Run 1, cells colored by class:
Bar = 20 µm.
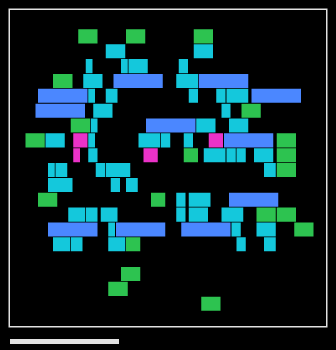
Run 1, gate families picked out:
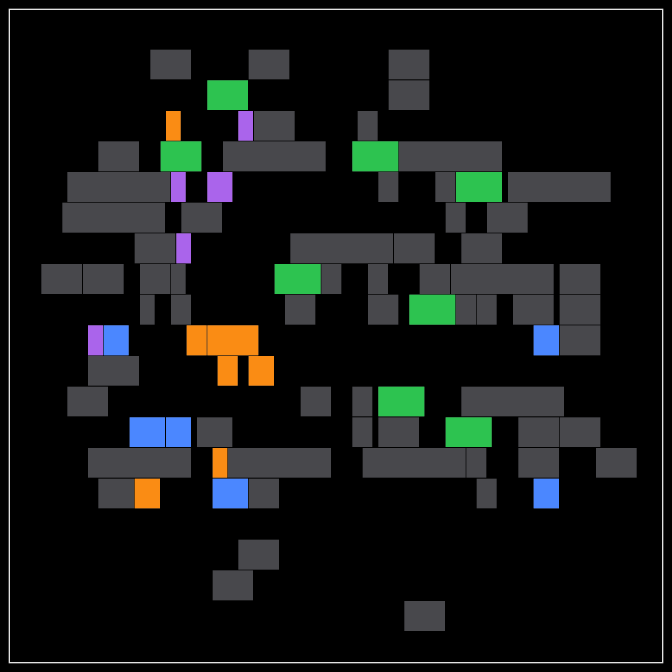
Run 1, clock distribution:
Bar = 20 µm.
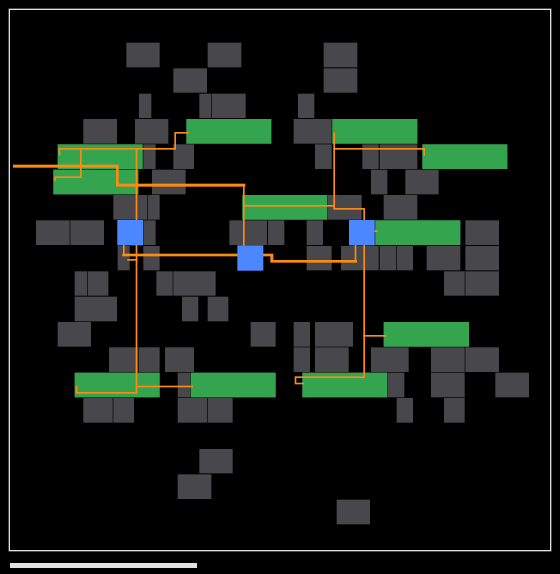
<file path="config.mk">
export PLATFORM = sky130hd
export DESIGN_NAME = dibit_serializer
export DESIGN_NICKNAME = d
export VERILOG_FILES = /design/src/rtl/dibit_pkg.sv /design/src/rtl/mod_n_counter.sv /design/src/rtl/dibit_serializer.sv
export SDC_FILE = /design/constraint.sdc
export NUM_CORES = 1
export LEC_CHECK = 0
export CAP_MARGIN = 20
export CELL_PAD_IN_SITES_DETAIL_PLACEMENT = 0
export CELL_PAD_IN_SITES_GLOBAL_PLACEMENT = 2
export CORE_MARGIN = 2
export CORE_UTILIZATION = 25
export CTS_CLUSTER_SIZE = 12
export DETAILED_ROUTE_END_ITERATION = 8
export GPL_ROUTABILITY_DRIVEN = 1
export GPL_TIMING_DRIVEN = 1
export PLACE_DENSITY = 0.66
export SYNTH_ARGS = -nofsm -noshare
export SYNTH_HDL_FRONTEND = slang
export SYNTH_HIERARCHICAL = 1
export SYNTH_SLANG_ARGS = --single-unit
</file>
<file path="constraint.sdc">
create_clock -name clk -period 2.8 [get_ports clk]
set_input_delay 0.7 -clock clk [delete_from_list [all_inputs] [get_ports clk]]
set_output_delay 0.7 -clock clk [all_outputs]
set_load 0.02 [all_outputs]
</file>
<file path="src/rtl/dibit_pkg.sv">
// ---------------------------------------------------------------------------
// Module : dibit_pkg
// Brief  : Shared types and helpers for the dibit serializer/deserializer pair.
// Rev    : 1.0
// ---------------------------------------------------------------------------
`default_nettype none

package dibit_pkg;

    localparam int DIBIT_W = 2;

    typedef enum logic [0:0] {
        IDLE = 1'b0,
        SEND = 1'b1
    } ser_state_t;

    function automatic int ndib(input int groupsize);
        return groupsize / 2;
    endfunction

endpackage

`default_nettype wire

</file>
<file path="src/rtl/mod_n_counter.sv">
// ---------------------------------------------------------------------------
// Module : mod_n_counter
// Brief  : Modulo-N up counter with clear priority and a terminal-count pulse.
// Rev    : 1.0
// ---------------------------------------------------------------------------
`default_nettype none

module mod_n_counter #(
    parameter int N  = 4,
    parameter int CW = (N > 1) ? $clog2(N) : 1
) (
    input  logic          clk,
    input  logic          reset,
    input  logic          inc,
    input  logic          clr,
    output logic [CW-1:0] count,
    output logic          wrap
);

    localparam logic [CW-1:0] c_TOP = CW'(N - 1);

    logic [CW-1:0] r_count;

    always_ff @(posedge clk or negedge reset) begin
        if (!reset) begin
            r_count <= '0;
        end else if (clr) begin
            r_count <= '0;
        end else if (inc) begin
            r_count <= (r_count == c_TOP) ? '0 : r_count + CW'(1);
        end
    end

    assign count = r_count;
    // Pulses on the increment that rolls the count back to zero.
    assign wrap  = inc & (r_count == c_TOP);

endmodule

`default_nettype wire

</file>
<file path="src/rtl/dibit_serializer.sv">
// ---------------------------------------------------------------------------
// Module : dibit_serializer
// Brief  : Word-to-dibit serializer with valid/ready on both sides.
// Rev    : 1.0
// ---------------------------------------------------------------------------
`default_nettype none

module dibit_serializer
    import dibit_pkg::*;
#(
    parameter int GROUPSIZE = 8,
    parameter bit MSB_FIRST = 1'b1
) (
    input  logic                 clk,
    input  logic                 reset,
    input  logic [GROUPSIZE-1:0] in_data,
    input  logic                 in_valid,
    output logic                 in_ready,
    output logic [DIBIT_W-1:0]   dibit_out,
    output logic                 dibit_valid,
    output logic                 dibit_last,
    input  logic                 dibit_ready,
    output logic                 busy
);

    localparam int NDIB = ndib(GROUPSIZE);
    localparam int CW   = (NDIB > 1) ? $clog2(NDIB) : 1;

    generate
        if ((GROUPSIZE % 2) != 0 || GROUPSIZE < 4) begin : g_param_check
            $error("dibit_serializer: GROUPSIZE must be even and >= 4");
        end
    endgenerate

    ser_state_t          r_state;
    logic [GROUPSIZE-1:0] r_shreg;
    logic [CW-1:0]       w_count;
    logic                w_wrap;
    logic                w_valid;
    logic                w_beat;
    logic                w_accept;
    logic [DIBIT_W-1:0]  w_sym;

    assign w_valid  = (r_state == SEND);
    assign w_beat   = w_valid & dibit_ready;
    assign w_sym    = MSB_FIRST ? r_shreg[GROUPSIZE-1 -: DIBIT_W] : r_shreg[DIBIT_W-1:0];

    assign dibit_valid = w_valid;
    assign dibit_out   = w_valid ? w_sym : '0;
    assign dibit_last  = w_valid & (w_count == CW'(NDIB - 1));
    assign busy        = w_valid;
    // dibit_ready reaches in_ready combinationally so the next word lands with no bubble.
    assign in_ready    = (r_state == IDLE) | (w_valid & dibit_last & dibit_ready);
    assign w_accept    = in_valid & in_ready;

    mod_n_counter #(
        .N  (NDIB),
        .CW (CW)
    ) u_cnt (
        .clk   (clk),
        .reset (reset),
        .inc   (w_beat),
        .clr   (w_accept),
        .count (w_count),
        .wrap  (w_wrap)
    );

    always_ff @(posedge clk or negedge reset) begin
        if (!reset) begin
            r_state <= IDLE;
            r_shreg <= '0;
        end else if (w_accept) begin
            r_state <= SEND;
            r_shreg <= in_data;
        end else if (w_beat) begin
            r_shreg <= MSB_FIRST ? (r_shreg << DIBIT_W) : (r_shreg >> DIBIT_W);
            if (w_wrap) begin
                r_state <= IDLE;
            end
        end
    end

endmodule

`default_nettype wire

</file>
==> CHANGELOG.md, run 1 <==
### Changed

* Signal inverters at 1
* Net count after synthesis at 81
* Fill count at 299
* Met1 wire length at 870 µm
* Synth Seq Share at 37.93%
* Reg2reg end: u_cnt/count[0]
* Worst path most repeated cell: clkdlybuf4s50_1
* Synth Instances at 68
* WL/cell at 15.03 µm
* RSZ-0062 raised after global routing: false
* CTS H-Tree Depth at 1
* Synthesized area per cell at 10.67 µm²
* Worst vdd rail ir drop at 473.8 µV
* CTS tree: built
* CTS root buf: clkbuf_4
* Status: completed
* Pleak at 0.3867 nW
* Critical-path top delay cell: clkdlybuf4s50_1
* GRT Max-Usage Layer: met2
* Hold Path Class: reg -> reg
-- 'cells colored by class' (at the start) --
legend:
  flops:
    color: blue
    cells: 11
  other buffers and delay cells:
    color: green
    cells: 20
  combinational and other logic:
    color: cyan
    cells: 52
  clock drivers and dummy loads:
    color: magenta
    cells: 4

-- 'gate families picked out' (at the start) --
legend:
  AND-OR and OR-AND gates:
    color: green
    cells: 8
    most_used: o221a_1
  NAND gates:
    color: orange
    cells: 7
  AND and OR gates:
    color: blue
    cells: 6
    most_used: and2_1
  NOR gates:
    color: purple
    cells: 5
    most_used: nor2_1
    where: upper left

-- 'clock distribution' (at the start) --
legend:
  clock wires:
    color: orange
    length: 188 µm
  clock drivers:
    color: blue
    count: 3
  flip-flops:
    color: green
    count: 11
routed clock nets: 4

-- run 1: metrics by stage --
| step | std cells | setup WS, ns | hold WS [ns] | utilization [%] |
|---|---|---|---|---|
| finish | 118 | 0.1182 | 0.5480 | 33.21 |
| global route | 118 | 0.04496 | 0.5987 | 33.21 |
| CTS | 118 | 0.09307 | 0.5575 | 33.21 |
| detailed placement | 114 | 0.09944 | 0.5410 | 32.26 |
| global placement | 114 | 0.09257 | 0.5240 | 32.26 |
| floorplan | 68 | 1.051 | 0.4044 | - |
-- run 1: worst register-to-register path: cells and delay by family, from the launching register on --
kind            cells  cell delay [ns]
simple gates        2             0.65
flops               1             0.63
compound gates      1             0.12
-- run 1: state kept, by name (all words and copies together) (netlist names) --
| name | count |
|---|---|
| busy | 1 |
| r_shreg | 8 |
| u_cnt/count | 2 |
Run 1, sequential cells colored by netlist name:
Bar = 20 µm. Other sequential cells in the stronger gray, the rest of the logic in the fainter gray.
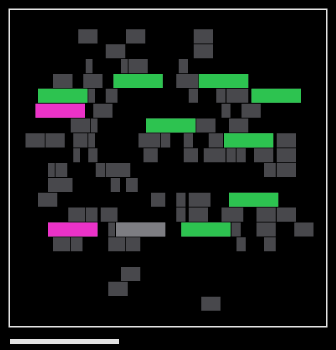

## Run 2: what changed since run 1
Settings changed: GPL_TIMING_DRIVEN 1 to unset, SETUP_SLACK_MARGIN set to 0.2.
Run 2, sequential cells colored by netlist name:
Bar = 20 µm. Other sequential cells in the stronger gray, the rest of the logic in the fainter gray.
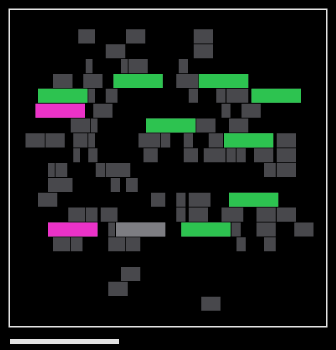
legend:
  r_shreg:
    color: green
    sequential_cells: 8
  u_cnt/count:
    color: magenta
    sequential_cells: 2
not colored: 1

==> run 2 against run 1 <==
  * Register-to-register slack about the same
  * First-iteration DRC count unchanged
  * Design area fell by 0.14%
  * Die area is the same
  * Sequential cell count unchanged
  * Worst hold slack unchanged
==> CHANGELOG.md, run 2 <==
### Changed

* WL/cell at 15.03 µm
* Met1 wire length at 870 µm
* Tool warning count at 26
* Buffering overhead at 20.93%
* Final Non-Filler Cells at 118
* Area Growth Syn to Fin at 26.03%
* Sink Count at 11
* Critical-path top delay cell: dfrtp_1
* Top reg by flops: r_shreg
* Largest class: logic gates
* Top cells, area: dfrtp_1 (38%), mux2i_1 (12%), o221a_1 (9.3%), bufbuf_8 (5.2%), o21ai_1 (4.8%)
* # setup viols final at 0
* CTS H-Tree Depth at 1
* Fill count at 300
* Hold Path Class: reg -> reg
* RSZ-0062 raised after global routing: false
* Inst Count DP at 114
* CTS tree: built
* Worst Setup SP: busy
* Syn. warnings at 6
* Largest register FFs at 8
* Hold-critical path depth at 1
* Yosys synthesis chip area at 725.7 µm²
* Status: completed
* Synth Instances at 68
* Largest net degree at the start of global routing at 17
* Net count after synthesis at 81
* Reg2reg end: u_cnt/count[0]
* GRT Max-Usage Layer: met2
* Comb/total area at 41.45%
* Worst vdd rail ir drop at 473.4 µV
* CTS root buf: clkbuf_4
* Seq pwr at 0.298 mW
* GR Layer Usage met3 at 5.357%
* Synth Seq Share at 37.93%
* Synthesized area per cell at 10.67 µm²
* Pleak at 0.3906 nW
Run 2, gate families picked out:
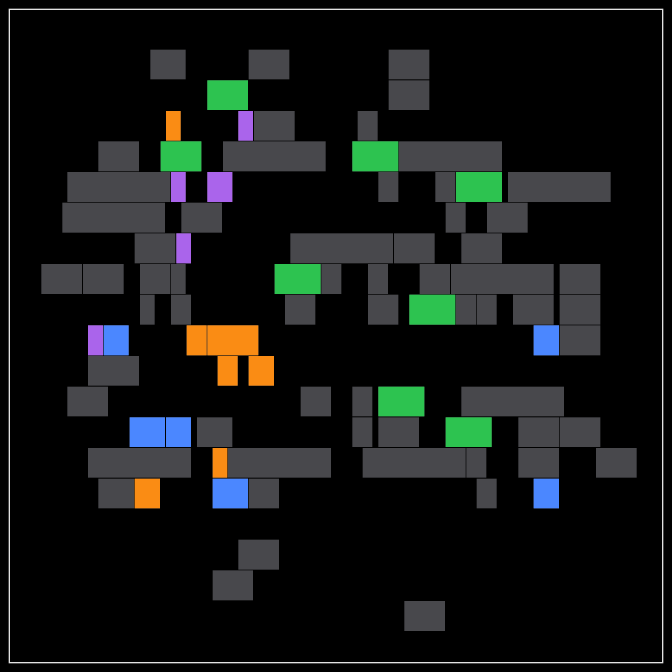
legend:
  NAND gates:
    color: orange
    cells: 7
  NOR gates:
    color: purple
    cells: 5
    most_used: nor2_1
    where: upper left
  AND-OR and OR-AND gates:
    color: green
    cells: 8
    most_used: o221a_1
  AND and OR gates:
    color: blue
    cells: 6
    most_used: and2_1

## run 2: cells by family (layout without fill, tap and decap cells)
logic type	Yosys count	after routing	share of synthesized area, %
buf+inv	6	25	9.828
simple gates	18	18	14.66
fa+ha+maj	1	1	1.724
mux	9	9	12.41
flops	11	11	37.93
compound gates	23	23	23.45
## run 2: through the flow
| step | setup WS [ns] | power (mW) | util, % | area [µm²] |
|---|---|---|---|---|
| floorplan | 1.051 | 0.5392 | - | 725.7 |
| detailed placement | 0.09944 | 0.6531 | 32.26 | 889.6 |
| global route | 0.2737 | 0.8214 | 33.17 | 914.6 |
| global placement | 0.09257 | 0.6462 | 32.26 | 889.6 |
| finish | 0.3657 | 0.7572 | 33.17 | 914.6 |
| CTS | 0.3457 | 0.7673 | 33.17 | 914.6 |
Power is estimated from default activity; no workload was simulated.
